==> src/rtl/operand_register_file_pkg.sv <==
// ============================================================================
// Module  : operand_register_file_pkg
// Brief   : Shared widths and encodings for the operand register file.
// Revision: 1.0 - initial release
// ============================================================================
`default_nettype none

package operand_register_file_pkg;

    localparam int c_data_w = 16;

    // FunSel operation encodings
    localparam logic [2:0] c_fun_dec        = 3'b000;
    localparam logic [2:0] c_fun_inc        = 3'b001;
    localparam logic [2:0] c_fun_load       = 3'b010;
    localparam logic [2:0] c_fun_clr        = 3'b011;
    localparam logic [2:0] c_fun_loadl_clrh = 3'b100;
    localparam logic [2:0] c_fun_loadl      = 3'b101;
    localparam logic [2:0] c_fun_loadh      = 3'b110;
    localparam logic [2:0] c_fun_sext       = 3'b111;

    // OutASel / OutBSel source encodings
    localparam logic [2:0] c_sel_r1 = 3'd0;
    localparam logic [2:0] c_sel_r2 = 3'd1;
    localparam logic [2:0] c_sel_r3 = 3'd2;
    localparam logic [2:0] c_sel_r4 = 3'd3;
    localparam logic [2:0] c_sel_s1 = 3'd4;
    localparam logic [2:0] c_sel_s2 = 3'd5;
    localparam logic [2:0] c_sel_s3 = 3'd6;
    localparam logic [2:0] c_sel_s4 = 3'd7;

    localparam int c_num_gen = 4;
    localparam int c_num_scr = 4;

endpackage

`default_nettype wire

==> src/rtl/operand_register_file_register16.sv <==
// ============================================================================
// Module  : register16
// Brief   : One operand register; applies the FunSel operation when enabled.
// Revision: 1.0 - initial release
// ============================================================================
`default_nettype none

module register16
    import operand_register_file_pkg::*;
#(
    parameter int DATA_W = c_data_w
) (
    input  logic              Clock,
    input  logic              Reset,
    input  logic              enable,
    input  logic [2:0]        FunSel,
    input  logic [DATA_W-1:0] I,
    output logic [DATA_W-1:0] Q
);

    logic [DATA_W-1:0] r_q;
    logic [DATA_W-1:0] w_next;

    // Byte operations use I[7:0]; "high byte" is the top eight bits of the register.
    always_comb begin
        w_next = r_q;
        case (FunSel)
            c_fun_dec:        w_next = r_q - 1'b1;
            c_fun_inc:        w_next = r_q + 1'b1;
            c_fun_load:       w_next = I;
            c_fun_clr:        w_next = '0;
            c_fun_loadl_clrh: w_next = {{(DATA_W-8){1'b0}}, I[7:0]};
            c_fun_loadl:      w_next = {r_q[DATA_W-1:8], I[7:0]};
            c_fun_loadh:      w_next = {I[7:0], r_q[DATA_W-9:0]};
            c_fun_sext:       w_next = {{(DATA_W-8){I[7]}}, I[7:0]};
            default:          w_next = r_q;
        endcase
    end

    always_ff @(posedge Clock or negedge Reset) begin
        if (!Reset) begin
            r_q <= '0;
        end else if (enable) begin
            r_q <= w_next;
        end
    end

    assign Q = r_q;

endmodule

`default_nettype wire

==> src/rtl/operand_register_file.sv <==
// ============================================================================
// Module  : operand_register_file
// Brief   : R1..R4 plus optional S1..S4 (ORF_SCRATCH_REGS_EN) with two
//           zero-latency operand read ports.
// Revision: 1.0 - initial release
// ============================================================================
`default_nettype none

module operand_register_file
    import operand_register_file_pkg::*;
#(
    parameter int DATA_W = c_data_w
) (
    input  logic              Clock,
    input  logic              Reset,
    input  logic [DATA_W-1:0] I,
    input  logic [2:0]        FunSel,
    input  logic [3:0]        RegSel,
    input  logic [3:0]        ScrSel,
    input  logic [2:0]        OutASel,
    input  logic [2:0]        OutBSel,
    output logic [DATA_W-1:0] OutA,
    output logic [DATA_W-1:0] OutB
);

    // Slots 0..3 hold R1..R4, slots 4..7 hold S1..S4 (or constant zero).
    logic [DATA_W-1:0] w_q [0:7];

    for (genvar gi = 0; gi < c_num_gen; gi++) begin : g_gen_reg
        register16 #(.DATA_W(DATA_W)) u_reg (
            .Clock  (Clock),
            .Reset  (Reset),
            .enable (RegSel[gi]),
            .FunSel (FunSel),
            .I      (I),
            .Q      (w_q[gi])
        );
    end

`ifdef ORF_SCRATCH_REGS_EN
    for (genvar gi = 0; gi < c_num_scr; gi++) begin : g_scr_reg
        register16 #(.DATA_W(DATA_W)) u_reg (
            .Clock  (Clock),
            .Reset  (Reset),
            .enable (ScrSel[gi]),
            .FunSel (FunSel),
            .I      (I),
            .Q      (w_q[c_num_gen + gi])
        );
    end
`else
    for (genvar gi = 0; gi < c_num_scr; gi++) begin : g_scr_zero
        assign w_q[c_num_gen + gi] = '0;
    end

    logic w_unused_scrsel;
    assign w_unused_scrsel = ^ScrSel;
`endif

    // Reads see current state only; a same-cycle write shows after the edge.
    assign OutA = w_q[OutASel];
    assign OutB = w_q[OutBSel];

endmodule

`default_nettype wire

==> config.mk <==
export PLATFORM = sky130hd
export DESIGN_NAME = operand_register_file
export DESIGN_NICKNAME = d
export VERILOG_FILES = /design/src/rtl/operand_register_file_pkg.sv /design/src/rtl/operand_register_file_register16.sv /design/src/rtl/operand_register_file.sv
export SDC_FILE = /design/constraint.sdc
export NUM_CORES = 1
export LEC_CHECK = 0
export ABC_AREA = 1
export ABC_CLOCK_PERIOD_IN_PS = 1900
export CORE_UTILIZATION = 40
export DETAILED_ROUTE_END_ITERATION = 8
export GPL_ROUTABILITY_DRIVEN = 0
export PLACE_DENSITY_LB_ADDON = 0.3
export SETUP_SLACK_MARGIN = 0.3
export SLEW_MARGIN = 5
export SYNTH_ARGS = -nofsm -noshare
export SYNTH_HDL_FRONTEND = slang
export SYNTH_SLANG_ARGS = --single-unit
==> constraint.sdc <==
create_clock -name Clock -period 1.9 [get_ports Clock]
set_input_delay 0.38 -clock Clock [delete_from_list [all_inputs] [get_ports Clock]]
set_output_delay 0.38 -clock Clock [all_outputs]
set_load 0.05 [all_outputs]
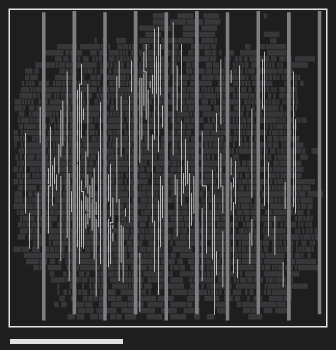
Fig. 1. The metal 4 layer (run 1).
Scale bar: 50 um. Supply wires on this layer in grey.
The longest straight run is 79.6 um. The wires run mostly vertical.
detailed-route wire length: 37000 um
routed via count: 10600

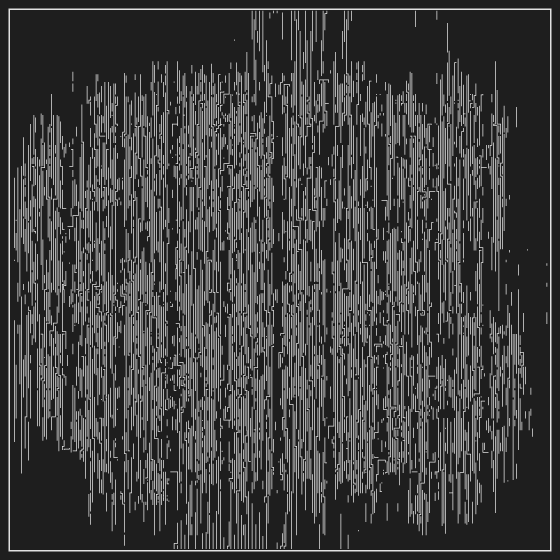
Fig. 2. Met2 routing (run 1).
The layer carries 17400 um of wire. The layer holds 47% of the routed length. 1460 nets have wire on it. The wires run mostly vertical. The longest straight run is 45.7 um.

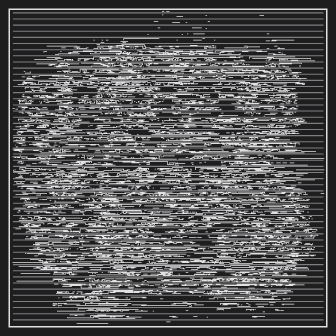
Fig. 3. Met1 routing (run 1).
Supply wires on this layer in grey.
The wires run mostly horizontal. The longest straight run is 50.1 um. The layer carries 13200 um of wire. 1548 nets have wire on it. The layer holds 36% of the routed length.

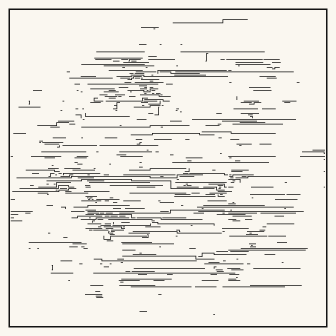
Fig. 4. Metal 3 (run 1).
The wires run mostly horizontal. The layer holds 9.8% of the routed length.

==> deck_impl_summary.md, run 1 <==
Physical Implementation Snapshot

Status
  – Status: finished, violations left
  – Failing checks: negative setup slack

Global route
  – Initial antenna violation count: 0

Synth
  – Proportion of synthesized area in mux cells: 0
  – Cell Area, Synth: 7610 sq um
  – Cell area leaders: dfrtp_1, nand2_1, ha_1, inv_1, a21oi_1

Critical path
  – Crit. path cell count: 14

Final layout
  – Design area: 13600 sq um
  – Nets: 1639
  – Most common logic cells in the final layout: nand2_1, buf_4, inv_1
  – Seq/total area: 0.119
  – Gate Area: 7580 sq um
  – Largest register FFs: 64

Clock network
  – CTS tree: built
  – Reg clk slew, reported paths: 0.06 ns

Pwr
  – Power per cell area: 832 nW/um^2
  – Top pwr grp: combinational cells

STA
  – Clock skew: 0.00632 ns
  – Final hold violations: 0
  – Fin Setup TNS: -1.25 ns
  – Final Cycle Share: 1.08
  – Setup slack after layout: -0.144 ns
  – # setup viols final: 24

Detailed routing
  – DRC viols: 0
  – Vias/cell: 5.98
  – TritonRoute pass-1 iters: 8

Hold path
  – Hold crit path type: input port to async pin

Run
  – OpenROAD warnings: 39

Place
  – HPWL after DPL: 21400 um
[run 1: Yosys cell counts]
library cell / instances
o21a_1: 1
a22oi_1: 11
or2_2: 4
nand3b_1: 9
nand3_1: 87
inv_2: 4
nand4_1: 16
nand3_4: 1
fa_1: 4
and2_1: 1
nor2_8: 1
nor2_1: 126
nand2_2: 7
nand2_4: 1
clkinv_2: 1
buf_4: 2
nor3_1: 15
buf_6: 1
buf_2: 10
clkbuf_1: 18
o211ai_1: 26
a21oi_1: 150
buf_1: 3
dfrtp_1: 64
ha_1: 62
o21ai_0: 44
a31oi_1: 11
inv_1: 201
nand2_1: 380
xor2_1: 15
xnor2_1: 8
Fig. 5: run 1, clock wiring as the flow saved it
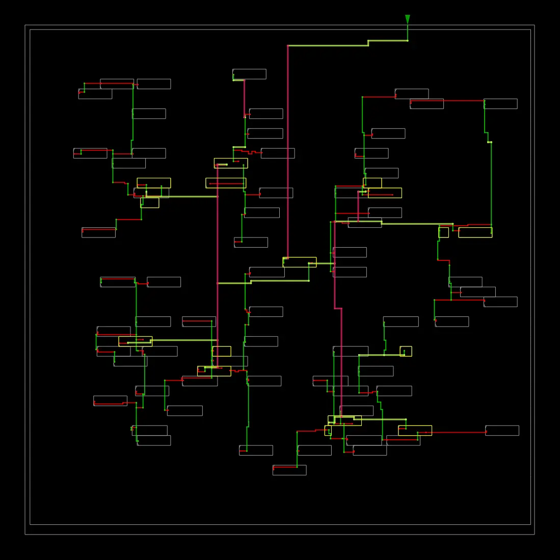

--- run 2 (diff from run 1) ---
Settings changed: CORE_ASPECT_RATIO from default to 1.2.
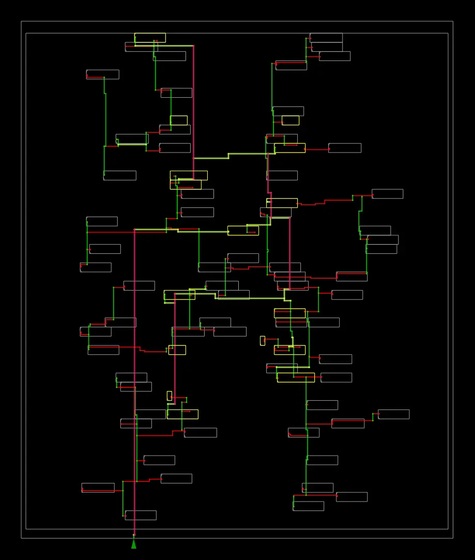
Fig. 6. Clock wiring as the flow saved it (run 2).
clock buffer count: 14
flip-flops: 64
Inserted Clock Buffers: 9
Clock Latency Late Sink: 0.36 ns

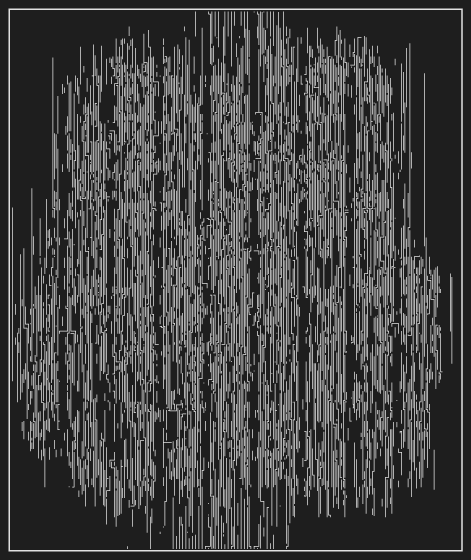
Fig. 7. Met2 routing (run 2).
The layer holds 48% of the routed length. 1412 nets have wire on it. The layer carries 17800 um of wire.
met2 usage: 0.580
routed via count: 10400
detailed-route wire length: 37400 um

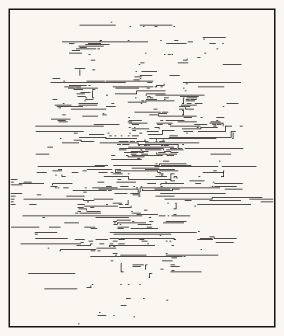
Fig. 8. Metal 3 (run 2).
The layer carries 2930 um of wire. The longest straight run is 57.7 um. 252 nets have wire on it.

==> deck_impl_summary.md, run 2 <==
Physical Implementation Snapshot

Status
  – Status: finished, violations left
  – Failing checks: negative setup slack

Run
  – OpenROAD warnings: 39

Clock network
  – CTS tree: built
  – Reg clk slew, reported paths: 0.06 ns

Synth
  – Top cells by count: nand2_1, inv_1, a21oi_1
  – Dominant kind of combinational cell: simple AND/OR/NAND/NOR gates
  – Cell Area, Synth: 7610 sq um
  – Commonest flop: dfrtp_1
  – Yosys stat cell total: 1284
  – Cell area leaders: dfrtp_1, nand2_1, ha_1, inv_1, a21oi_1
  – Synthesized flop and latch total: 64
  – Top-count cell post-synth: nand2_1
  – Proportion of synthesized area in mux cells: 0

Detailed routing
  – Vias/cell: 5.86
  – DRC viols: 0
  – TritonRoute pass-1 iters: 7

Final layout
  – Design area: 13300 sq um
  – Most common logic cells in the final layout: nand2_1, inv_1, buf_4
  – Largest register FFs: 64
  – Nets: 1614
  – Gate Area: 7470 sq um

Global route
  – Initial antenna violation count: 1

STA
  – Fin Setup TNS: -0.536 ns
  – Final Cycle Share: 1.05
  – Clock skew: 0.0101 ns
  – # setup viols final: 13
  – Setup slack after layout: -0.0894 ns
  – Final hold violations: 0

Place
  – HPWL after DPL: 21800 um

Pwr
  – Worst vdd ir: 0.555 mV
  – Power per cell area: 835 nW/um^2

Critical path
  – WP data arrival: 2.27 ns
==> run 2: cell counts after synthesis <==
No cell type changed its count.
==> run 2: timing repair <==
| item | 4_1_cts | 5_1_grt |
|---|---|---|
| pin swaps | 127 | 74 |
| resized | 301 | 150 |
| cloned | 5 | 0 |
| hold buffers | 0 | 0 |
| setup endpoints to repair | 96 | 86 |
| setup buffers | 40 | 11 |
==> run 2: cell type report <==
class / instances / share of cell area
clock inverters: 2 / 0.00452
well taps: 252 / 0.0237
flip-flops and latches: 64 / 0.122
clock buffers: 14 / 0.0206
multi-input cells: 980 / 0.562
repair buffers: 252 / 0.207
inverters: 206 / 0.0602
==> run 2: where the power goes <==
part	leakage, nW	internal [mW]	switching, mW
Sequential	0.729	1.60	0.311
Combinational	5.23	3.11	4.13
Clock	0.163	1.26	0.689
Total	6.12	5.97	5.13
Fig. 9: run 2, met1 routing
Supply wires on this layer in grey.
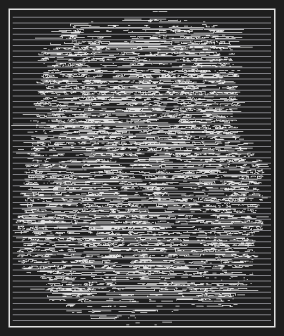

--- run 3 (diff from run 2) ---
Settings changed: ABC_CLOCK_PERIOD_IN_PS 1900 to 2430.
Clock period 1.9 ns to 2.43 ns, I/O delays scaled along.
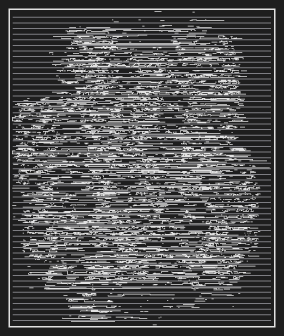
Fig. 10. Met1 routing (run 3).
Supply wires on this layer in grey.
The layer carries 11300 um of wire. The wires run mostly horizontal. 1467 nets have wire on it. The longest straight run is 74.5 um.
detailed-route wire length: 29500 um
met1 Track Usage GR: 0.343
routed via count: 9370

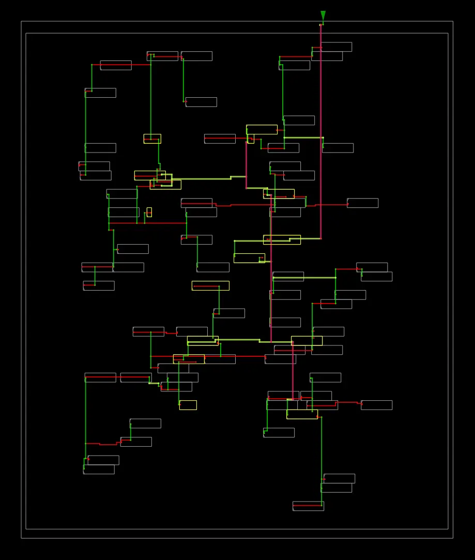
Fig. 11. Clock wiring as the flow saved it (run 3).
clock sinks: 64
clock skew: 0.00693 ns
Clock Latency Late Sink: 0.34 ns
clock buffer count: 12

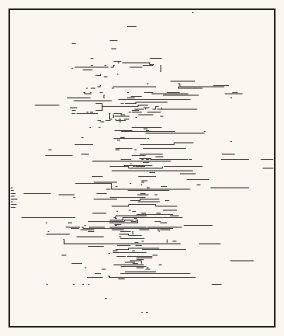
Fig. 12. Metal 3 (run 3).
The longest straight run is 56.4 um. The layer holds 6.4% of the routed length.

==> deck_impl_summary.md, run 3 <==
Physical Implementation Snapshot

Hold path
  – Hold crit path type: input port to async pin

Pwr
  – Power per cell area: 633 nW/um^2
  – Clk power: 1.44 mW
  – Worst vdd ir: 0.356 mV
  – P_comb: 4.34 mW
  – Top pwr grp: combinational cells
  – Cell Int Power: 4.09 mW

Detailed routing
  – TritonRoute pass-1 iters: 5
  – DRC viols: 0

Synth
  – Commonest flop: dfrtp_1
  – Top cells by count: nand2_1, inv_1, a21oi_1

Final layout
  – Buffering overhead: 0.200
  – ClkCell Share: 0.0278
  – Comb/total area: 0.538
  – Combinational Gates: 982
  – Most common logic cells in the final layout: nand2_1, inv_1, nor2_1
  – Seq/total area: 0.139

Clock network
  – Post-CTS sizing: 45
  – Post-CTS Setup Bufs: 3

Global route
  – Met2 usage: 0.505
  – Initial antenna violation count: 0

Die
  – Tapcells: 252

STA
  – # setup viols final: 0
  – Fin Setup TNS: 0 ns

Status
  – Status: completed
## run 3: critical path, cell delays in order
cell,delay (ns)
buf_8,0.11
nor2_8,0.22
buf_12,0.15
nand2_8,0.09
ha_4,0.31
buf_4,0.10
nand2_1,0.07
nor2_1,0.22
nand2_1,0.10
nand2_1,0.10
xor2_1,0.17
nand2_1,0.07
a21oi_1,0.19
## run 3: logic make-up (layout without fill, tap and decap cells)
family,count (synthesis),count (layout),share of synthesized area
buffers and inverters,240,414,0.122
adder cells (fa/ha/maj),66,66,0.112
XOR/XNOR,23,23,0.0265
flip-flops,64,64,0.210
AND-OR/OR-AND,243,243,0.174
AND/OR/NAND/NOR,648,650,0.355
Power is estimated from default activity; no workload was simulated.
